==> config.mk <==
export PLATFORM = sky130hd
export DESIGN_NAME = layer_priority_ctrl
export DESIGN_NICKNAME = d
export VERILOG_FILES = /design/src/rtl/layer_ctrl_pkg.sv /design/src/rtl/layer_prio_select.sv /design/src/rtl/layer_priority_ctrl.sv
export SDC_FILE = /design/constraint.sdc
export NUM_CORES = 1
export LEC_CHECK = 0
export ABC_AREA = 1
export CAP_MARGIN = 10
export CORE_MARGIN = 2
export CORE_UTILIZATION = 40
export DETAILED_ROUTE_END_ITERATION = 6
export PLACE_DENSITY_LB_ADDON = 0.05
export SYNTH_ARGS = -nofsm -noshare
export SYNTH_HDL_FRONTEND = slang
export SYNTH_SLANG_ARGS = --single-unit
==> constraint.sdc <==
create_clock -name clk -period 10.15 [get_ports clk]
set_clock_uncertainty 0.05 [all_clocks]
set_input_delay 3.045 -clock clk [delete_from_list [all_inputs] [get_ports clk]]
set_output_delay 3.045 -clock clk [all_outputs]
set_load 0.03 [all_outputs]
==> src/rtl/layer_ctrl_pkg.sv <==
// Shared types and constants for the layer priority controller.
// Build option LAYER_COLOR_KEY_EN (used by layer_priority_ctrl) makes COLOR_KEY pixels transparent.
package layer_ctrl_pkg;

   typedef enum logic [1:0] {
      IDLE    = 2'd0,
      PENDING = 2'd1,
      COMMIT  = 2'd2
   } state_t;

   localparam logic [1:0] FLD_ENABLE = 2'd0;
   localparam logic [1:0] FLD_RANK   = 2'd1;
   localparam logic [1:0] FLD_BLINK  = 2'd2;
   localparam logic [1:0] FLD_RSVD   = 2'd3;

   localparam logic [7:0] COLOR_KEY = 8'hFF;

   // Storage width of a rank; the controller's RANK_W must not exceed it.
   localparam int CFG_RANK_W = 3;

   typedef struct packed {
      logic                  enable;
      logic [CFG_RANK_W-1:0] rank;
      logic [2:0]            blink_sel;
   } layer_cfg_t;

   // Power-up settings: everything enabled, rank equals layer index, no blinking.
   function automatic layer_cfg_t default_cfg(input int idx);
      layer_cfg_t c;
      c.enable    = 1'b1;
      c.rank      = CFG_RANK_W'(idx);
      c.blink_sel = 3'd0;
      return c;
   endfunction

endpackage

==> src/rtl/layer_prio_select.sv <==
// Combinational winner finder: lowest rank among eligible layers, lowest index on ties.
module layer_prio_select #(
   parameter int NUM_LAYERS = 8,
   parameter int RANK_W     = 3,
   parameter int LAYER_W    = 3
) (
   input  logic [NUM_LAYERS-1:0]             eligible,
   input  logic [NUM_LAYERS-1:0][RANK_W-1:0] rank,
   output logic [LAYER_W-1:0]                win,
   output logic                              any_eligible
);

   logic [RANK_W-1:0] best_rank;

   // Ascending scan with a strict compare keeps the lower index on equal ranks.
   always_comb begin
      win          = '0;
      any_eligible = 1'b0;
      best_rank    = '0;
      for (int i = 0; i < NUM_LAYERS; i++) begin
         if (eligible[i] && (!any_eligible || (rank[i] < best_rank))) begin
            any_eligible = 1'b1;
            best_rank    = rank[i];
            win          = LAYER_W'(i);
         end
      end
   end

endmodule

==> src/rtl/layer_priority_ctrl.sv <==
// Run-time configurable layer compositor with frame-atomic settings commit.
// Build option LAYER_COLOR_KEY_EN: a layer drawing 8'hFF is treated as transparent.
module layer_priority_ctrl
   import layer_ctrl_pkg::*;
#(
   parameter int NUM_LAYERS = 8,
   parameter int RANK_W     = 3,
   parameter int LAYER_W    = 3
) (
   input  logic                            clk,
   input  logic                            resetN,
   input  logic                            startOfFrame,
   input  logic                            cfg_valid,
   output logic                            cfg_ready,
   input  logic [LAYER_W-1:0]              cfg_layer,
   input  logic [1:0]                      cfg_field,
   input  logic [7:0]                      cfg_data,
   input  logic [NUM_LAYERS-1:0]           layerDR,
   input  logic [NUM_LAYERS-1:0][7:0]      layerRGB,
   input  logic [7:0]                      backGroundRGB,
   output logic [7:0]                      RGBOut,
   output logic [LAYER_W-1:0]              selLayer,
   output logic                            selValid,
   output logic [7:0]                      frameCnt
);

   state_t state_reg, state_next;

   logic [7:0]         frame_cnt_reg;
   logic [7:0]         rgb_reg;
   logic [LAYER_W-1:0] sel_layer_reg;
   logic               sel_valid_reg;

   logic cfg_accept;
   logic cfg_effective;
   logic layer_in_range;
   logic cfg_data_unused;

   logic [NUM_LAYERS-1:0]             eligible;
   logic [NUM_LAYERS-1:0]             visible;
   logic [NUM_LAYERS-1:0]             keyed;
   logic [NUM_LAYERS-1:0]             act_enable;
   logic [NUM_LAYERS-1:0][RANK_W-1:0] act_rank;
   logic [LAYER_W-1:0]                win;
   logic                              any_win;

   assign cfg_ready       = (state_reg != COMMIT);
   assign cfg_accept      = cfg_valid && cfg_ready;
   assign layer_in_range  = (32'(cfg_layer) < NUM_LAYERS);
   // Reserved-field and out-of-range writes are swallowed without dirtying the shadow.
   assign cfg_effective   = cfg_accept && layer_in_range && (cfg_field != FLD_RSVD);
   assign cfg_data_unused = ^cfg_data[7:3];

   always_ff @(posedge clk or negedge resetN) begin
      if (!resetN) state_reg <= IDLE;
      else         state_reg <= state_next;
   end

   always_comb begin
      state_next = state_reg;
      case (state_reg)
         IDLE:    if (cfg_effective) state_next = PENDING;
         PENDING: if (startOfFrame)  state_next = COMMIT;
         COMMIT:  state_next = IDLE;
         default: state_next = IDLE;
      endcase
   end

   for (genvar gi = 0; gi < NUM_LAYERS; gi++) begin : g_layer
      layer_cfg_t shadow_reg;
      layer_cfg_t active_reg;
      logic       wr_hit;

      assign wr_hit = cfg_effective && (cfg_layer == LAYER_W'(gi));

      always_ff @(posedge clk or negedge resetN) begin
         if (!resetN) begin
            shadow_reg <= default_cfg(gi);
            active_reg <= default_cfg(gi);
         end else begin
            if (wr_hit) begin
               case (cfg_field)
                  FLD_ENABLE: shadow_reg.enable    <= cfg_data[0];
                  FLD_RANK:   shadow_reg.rank      <= CFG_RANK_W'(cfg_data[RANK_W-1:0]);
                  FLD_BLINK:  shadow_reg.blink_sel <= cfg_data[2:0];
                  default:    ;
               endcase
            end
            if (state_reg == COMMIT) active_reg <= shadow_reg;
         end
      end

      assign act_enable[gi] = active_reg.enable;
      assign act_rank[gi]   = RANK_W'(active_reg.rank);
      // blink_sel=k shows the layer while bit k-1 of the frame counter is clear.
      assign visible[gi]    = (active_reg.blink_sel == 3'd0) ||
                              !frame_cnt_reg[active_reg.blink_sel - 3'd1];
`ifdef LAYER_COLOR_KEY_EN
      assign keyed[gi]      = (layerRGB[gi] == COLOR_KEY);
`else
      assign keyed[gi]      = 1'b0;
`endif
      assign eligible[gi]   = layerDR[gi] && act_enable[gi] && visible[gi] && !keyed[gi];
   end

   layer_prio_select #(
      .NUM_LAYERS (NUM_LAYERS),
      .RANK_W     (RANK_W),
      .LAYER_W    (LAYER_W)
   ) u_select (
      .eligible     (eligible),
      .rank         (act_rank),
      .win          (win),
      .any_eligible (any_win)
   );

   always_ff @(posedge clk or negedge resetN) begin
      if (!resetN) begin
         rgb_reg       <= 8'd0;
         sel_layer_reg <= '0;
         sel_valid_reg <= 1'b0;
         frame_cnt_reg <= 8'd0;
      end else begin
         rgb_reg       <= any_win ? layerRGB[win] : backGroundRGB;
         sel_layer_reg <= any_win ? win : '0;
         sel_valid_reg <= any_win;
         if (startOfFrame) frame_cnt_reg <= frame_cnt_reg + 8'd1;
      end
   end

   assign RGBOut   = rgb_reg;
   assign selLayer = sel_layer_reg;
   assign selValid = sel_valid_reg;
   assign frameCnt = frame_cnt_reg;

endmodule

run_1/power_grid.png
Pins as bars on the die edge.
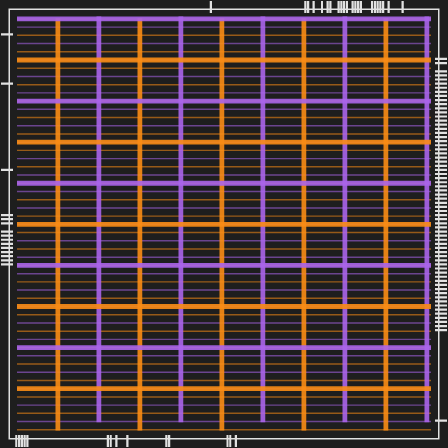
orange -> VSS
purple -> VDD
rows = 50
met4 straps = 10
met5 straps = 10
met1 rails = 51

run_1/clocks.png
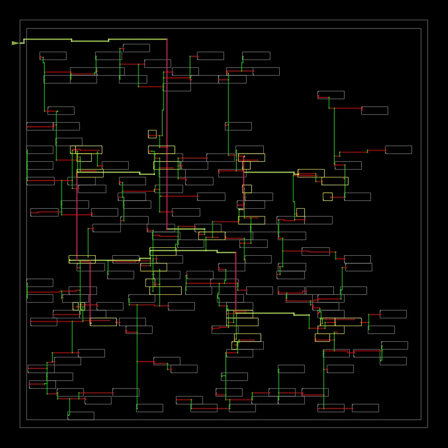
# clock sinks: 134
final-layout clock buffer total: 21
CTS buffer count: 17

==> Changelog: implementation, run 1 <==
### Physical design

- Placed insts: 1342
- Leak Pwr: approximately 4.9 nW
- Top delay family on crit path: simple AND/OR/NAND/NOR gates
- Met2 Use GR: between 30% and 40%
- # DRC: 0
- Fmax: approximately 110 MHz
- Routed wl met3: around 970 um
- CTS Hold Bufs: 0
- Worst hold path depth: 1
- Arr. time, crit path: about 9.6 ns
- Hold_sp: state_reg[1]$_DFFE_PN0P_
- Final Util: a little over half
- Status: complete, no violations
- Chip Area, Yosys: between 7000 and 8000 um2
- GP Congestion: 0.7925
- Setup ws final: 0.8554 ns
- Post-Synthesis Cell Area: about 7600 um2
- Pin count of the biggest net entering global routing: ~80
- Post-Syn Nets: approximately 1100
- Max layer used: met4
- Hold path endpoint: state_reg[1]$_DFFE_PN0P_
- R2R Setup Slk: ~2.4 ns
- Post-synth seq share: between 40% and 50%
- Longest Clk Path Bufs: 2
- Crit path buf inv count: 11
- # IOs: roughly 120
- Top post-synthesis cells by area: dfrtp_1 31%, nand2_1 16%, dfstp_2 14%
- Max stage delay cell, worst path: ha_1
- Top-area cell share: between 30% and 40%
- Worst-path clk slew: about 0.060 ns
- GR Util met1: a little over a quarter
- Routed Antenna Nets: 0
- Synth unique cells: 34
- First-pass GRT wire length: approximately 32 mm
- Fin. max-slew vios: 0
- Die area: about 20000 um2
- Min Tclk post-route: between 9 and 10 ns
- RR Startpoint: g_layer[0].active_reg[0]$_DFFE_PN0P_
- Fin cells: about 1400
- RSZ-0062 raised after global routing: false
- Final hold vios: 0
- Fp util: 40.66%
run_1/flops_by_reg.png
Other sequential cells in the stronger grey, the rest of the logic in the fainter grey.
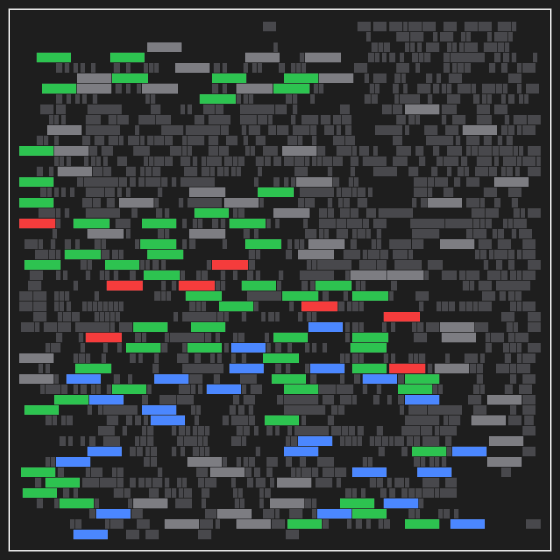
green -> g_layer.shadow_reg  # placed flops 56, where all over the die
red -> act_enable  # placed flops 8
blue -> g_layer.active_reg  # placed flops 24
not coloured = 46

[run 1: placed cells by master, fill, tap and decap left out, drive strengths merged]
master	n
nand2	355
o21ai	127
nand3	112
clkdlybuf4s50	110
inv	108
dfrtp	94
buf	51
dfstp	40
nor2	35
ha	31
clkbuf	23
a21oi	23
xor2	7
xnor2	7
clkinv	6
a211oi	5
o221ai	5
nand4	4
clkinvlp	3
o211ai	2
nor3	2
bufinv	2
o21bai	1
o21a	1
a21boi	1
nor4	1
dlymetal6s2s	1
[run 1: worst reg2reg max path, delay by kind of cell (launching register included)]
kind / cells / cell delay, ns
adders and majority gates: 8 / 2.32
AOI/OAI and AO/OA: 7 / 0.62
and+or+nand+nor: 48 / 3.52
buffers and inverters: 11 / 0.74
DFF: 1 / 0.42
[run 1: area by class of cell]
type | count | area, um2 | area share [%]
Multi-Input combinational cell | 719 | 3875 | 38.04
Clock inverter | 11 | 123.9 | 1.216
Tap cell | 234 | 292.8 | 2.874
Timing Repair Buffer | 164 | 1614 | 15.84
Inverter | 108 | 407.9 | 4.004
Clock buffer | 21 | 470.5 | 4.618
Sequential cell | 134 | 3403 | 33.41
[run 1: kinds of logic after synthesis]
group / count (synthesis) / synth area share [%]
flops: 134 / 44.89
buf+inv: 137 / 7.410
xor+xnor: 14 / 1.617
compound gates: 165 / 11.62
fa+ha+maj: 31 / 5.116
simple gates: 505 / 29.34
[run 1: power breakdown]
group          total, W  leakage, nW  switching (W)  internal (W)
Combinational   0.00190         2.97        0.00108      0.000811
Clock          0.000616        0.285       0.000235      0.000381
Sequential     0.000893         1.64       0.000148      0.000746
[run 1: synth_stat cells, drive strengths merged]
cell type,number
clkbuf,17
inv,107
nor2,35
nor3,2
nor4,1
o221ai,5
nand3,111
o21a,1
o21bai,1
xnor2,7
clkinv,1
xor2,7
nand4,4
dfrtp,94
a211oi,5
a21boi,1
o211ai,2
ha,31
nand2,352
a21oi,23
buf,12
o21ai,127
dfstp,40
[run 1: metrics by stage]
step	TNS, ns	total power (W)
6_report	0	0.003406
5_1_grt	0	0.003697
4_1_cts	0	0.003225
3_5_place_dp	-5.196	0.002593
3_3_place_gp	-4.857	0.002574
2_1_floorplan	0	0.002042
[run 1: worst max-delay path by stage]
| stage | from | end | slack (ns) | cells past startpoint |
|---|---|---|---|---|
| after floorplan | layerDR[0] | RGBOut[5]$_DFF_PN0_ | 0.62 | 52 |
| after global placement | layerDR[0] | RGBOut[1]$_DFF_PN0_ | -0.57 | 56 |
| after detailed placement | layerDR[0] | RGBOut[1]$_DFF_PN0_ | -0.60 | 56 |
| after CTS | layerDR[0] | RGBOut[1]$_DFF_PN0_ | 0.01 | 62 |
| after global routing | layerDR[0] | RGBOut[1]$_DFF_PN0_ | 0.24 | 73 |
| final | layerDR[0] | RGBOut[5]$_DFF_PN0_ | 0.86 | 70 |
[run 1: what timing repair did]
item,in CTS,in global routing
pin swaps,0,36
gates resized,4,66
setup endpoints to repair,8,11
setup buffers,0,11
cloned,0,6
run_1/layer_met1.png
Supply wires on this layer in grey.
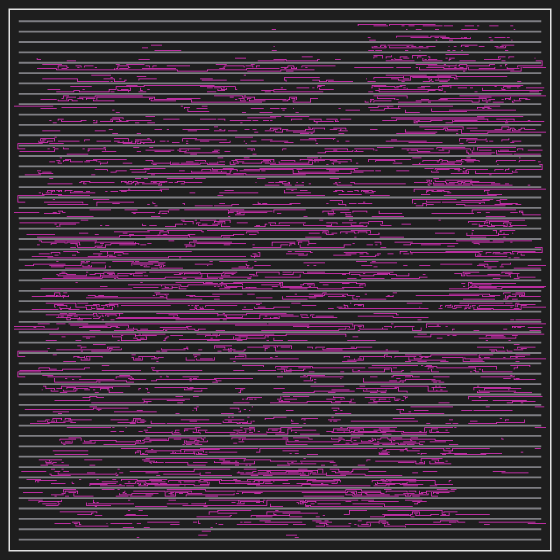

==> run 1 -> run 2 <==
--- a/config.mk
+++ b/config.mk
@@ -6,6 +6,5 @@
 export NUM_CORES = 1
 export LEC_CHECK = 0
-export ABC_AREA = 1
-export CAP_MARGIN = 10
+export ABC_AREA = 0
 export CORE_MARGIN = 2
 export CORE_UTILIZATION = 40
==> constraint.sdc (replaced) <==
create_clock -name clk -period 10.15 [get_ports clk]
set_clock_uncertainty 0.05 [all_clocks]
set_input_delay 1.015 -clock clk [delete_from_list [all_inputs] [get_ports clk]]
set_output_delay 1.015 -clock clk [all_outputs]
set_load 0.03 [all_outputs]
run_2/layer_met1.png
Supply wires on this layer in grey.
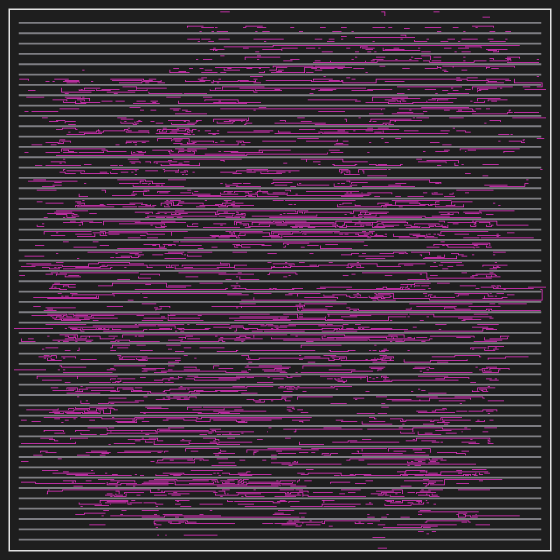
main direction = horizontal
longest straight run = 64.9 um
share of all routed wire = 45%
nets with wire on the layer = 970
GR Util met1: 27.45%
Total Wirelength: 20.88 mm
vias: 6278

run_2/clocks.png
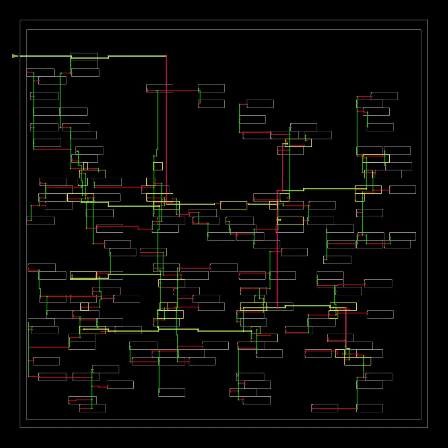
clk pwr: 0.000569 W
flop count: 134
Latency at later pin: 0.43 ns

==> Changelog: implementation, run 2 <==
### Physical design

- Post-Synthesis Cell Area: 7630 um2 (+0.64%)
- Routed Antenna Nets: 0 (unchanged)
- CTS Hold Bufs: 0 (unchanged)
- Top cells by count, synth: 161 x nand2_1, 94 x dfrtp_1, 73 x mux2_2, 40 x dfstp_2, 40 x mux2i_1
- RSZ-0062 raised after global routing: true
- Final setup viols: 11
- First-pass GRT wire length: 33.01 mm (+3.6%)
- Longest Clk Path Bufs: 2 (unchanged)
- Top delay family on crit path: AND-OR/OR-AND gates
- Leak Pwr: 4.626 nW (-5.5%)
- Comb gate area: 4328 um2 (+12%)
- Final hold vios: 0 (unchanged)
- Setup ws final: -0.9906 ns (-1.846 ns)
- Min Tclk post-route: 11.14 ns (+1.846 ns)
- Fin. max-slew vios: 0 (unchanged)
- Fp util: 40.79% (+0.12 points)
- Failing checks: setup timing
- Crit path buf inv count: 7 (-4)
- Most numerous logic cells after layout: 158 x nand2_1, 111 x clkdlybuf4s50_1, 93 x buf_4
- Placed insts: 1117 (-17%)
- Status: finished with violations
- Max stage delay cell, worst path: a2111o_1
- Most frequent cell after synthesis: nand2_1
- # DRC: 0 (unchanged)
- Final Util: 57.12% (+2.5 points)
- Pin count of the biggest net entering global routing: 80 (-2.4%)
- Fin cells: 1185 (-15%)
[run 2: cell count changes after synthesis, sizes merged, moves of 15 or more]
cell / delta
o21ai: -89
mux4: +15
mux2: +73
inv: -77
nand3: -107
nand2: -191
mux2i: +40
[run 2: per-layer routing]
metal / part of all wire [%] / wire, um
met5: 0 / 0
met4: 1.4 / 286
met3: 3.0 / 616
met2: 51 / 10660
met1: 45 / 9319
[run 2: report_power, final]
group          total (W)  internal (W)  switching, W
Sequential      0.000809      0.000715     0.0000942
Combinational    0.00166      0.000881      0.000774
Clock           0.000569      0.000316      0.000253
Total            0.00303       0.00191       0.00112
[run 2: cells by family after synthesis]
group	synth area share, %
simple gates	15.05
mux	20.45
xor+xnor	0.8036
flops	44.60
fa+ha+maj	5.084
compound gates	10.61
buf+inv	3.394
[run 2: final timing paths]
check,from,to,cells after the start
max,g_layer[0].active_reg[0]$_DFFE_PN0P_,RGBOut[3]$_DFF_PN0_,60
min,state_reg[1]$_DFFE_PN0P_,state_reg[1]$_DFFE_PN0P_,1
max reg2reg,g_layer[0].active_reg[0]$_DFFE_PN0P_,RGBOut[3]$_DFF_PN0_,60
min reg2reg,state_reg[1]$_DFFE_PN0P_,state_reg[1]$_DFFE_PN0P_,1
max in group asynchronous,resetN,act_rank[16]$_DFFE_PN0P_,2
min in group asynchronous,resetN,g_layer[1].active_reg[0]$_DFFE_PN0P_,1
[run 2: timing repair]
action / 4_1_cts / 5_1_grt
endpoints found under the setup margin: 11 / 11
buffers inserted: 27 / 9
resized: 37 / 32
pin swaps: 16 / 27
gates cloned: 3 / 0
[run 2: stage by stage]
step | setup TNS [ns] | instance area, um2 | setup WS [ns] | hold slack (ns)
2_1_floorplan | -5.040 | 7789 | -0.6616 | 0.3646
3_3_place_gp | -9.319 | 9550 | -0.9958 | 0.3842
3_5_place_dp | -12.67 | 9550 | -1.309 | 0.3904
4_1_cts | -10.20 | 10530 | -1.078 | 0.4009
5_1_grt | -15.61 | 10690 | -1.551 | 0.4118
6_report | -9.510 | 10690 | -0.9906 | 0.3979
[run 2: worst register-to-register path: cells and delay by family, from the launching register on]
family | cells | cell delay (ns)
AND-OR/OR-AND | 26 | 4.54
flip-flops | 1 | 0.38
adder cells (fa/ha/maj) | 8 | 1.92
AND/OR/NAND/NOR | 14 | 1.64
buffers and inverters | 7 | 0.88
multiplexers | 5 | 1.62
[run 2: layout make-up]
class,count,share of cell area (%)
Timing Repair Buffer,216,18.70
Sequential cell,134,31.89
Multi-Input combinational cell,539,40.50
Clock inverter,15,1.136
Tap cell,234,2.740
Inverter,30,1.054
Clock buffer,17,3.981
Power and IR drop assume default switching activity.
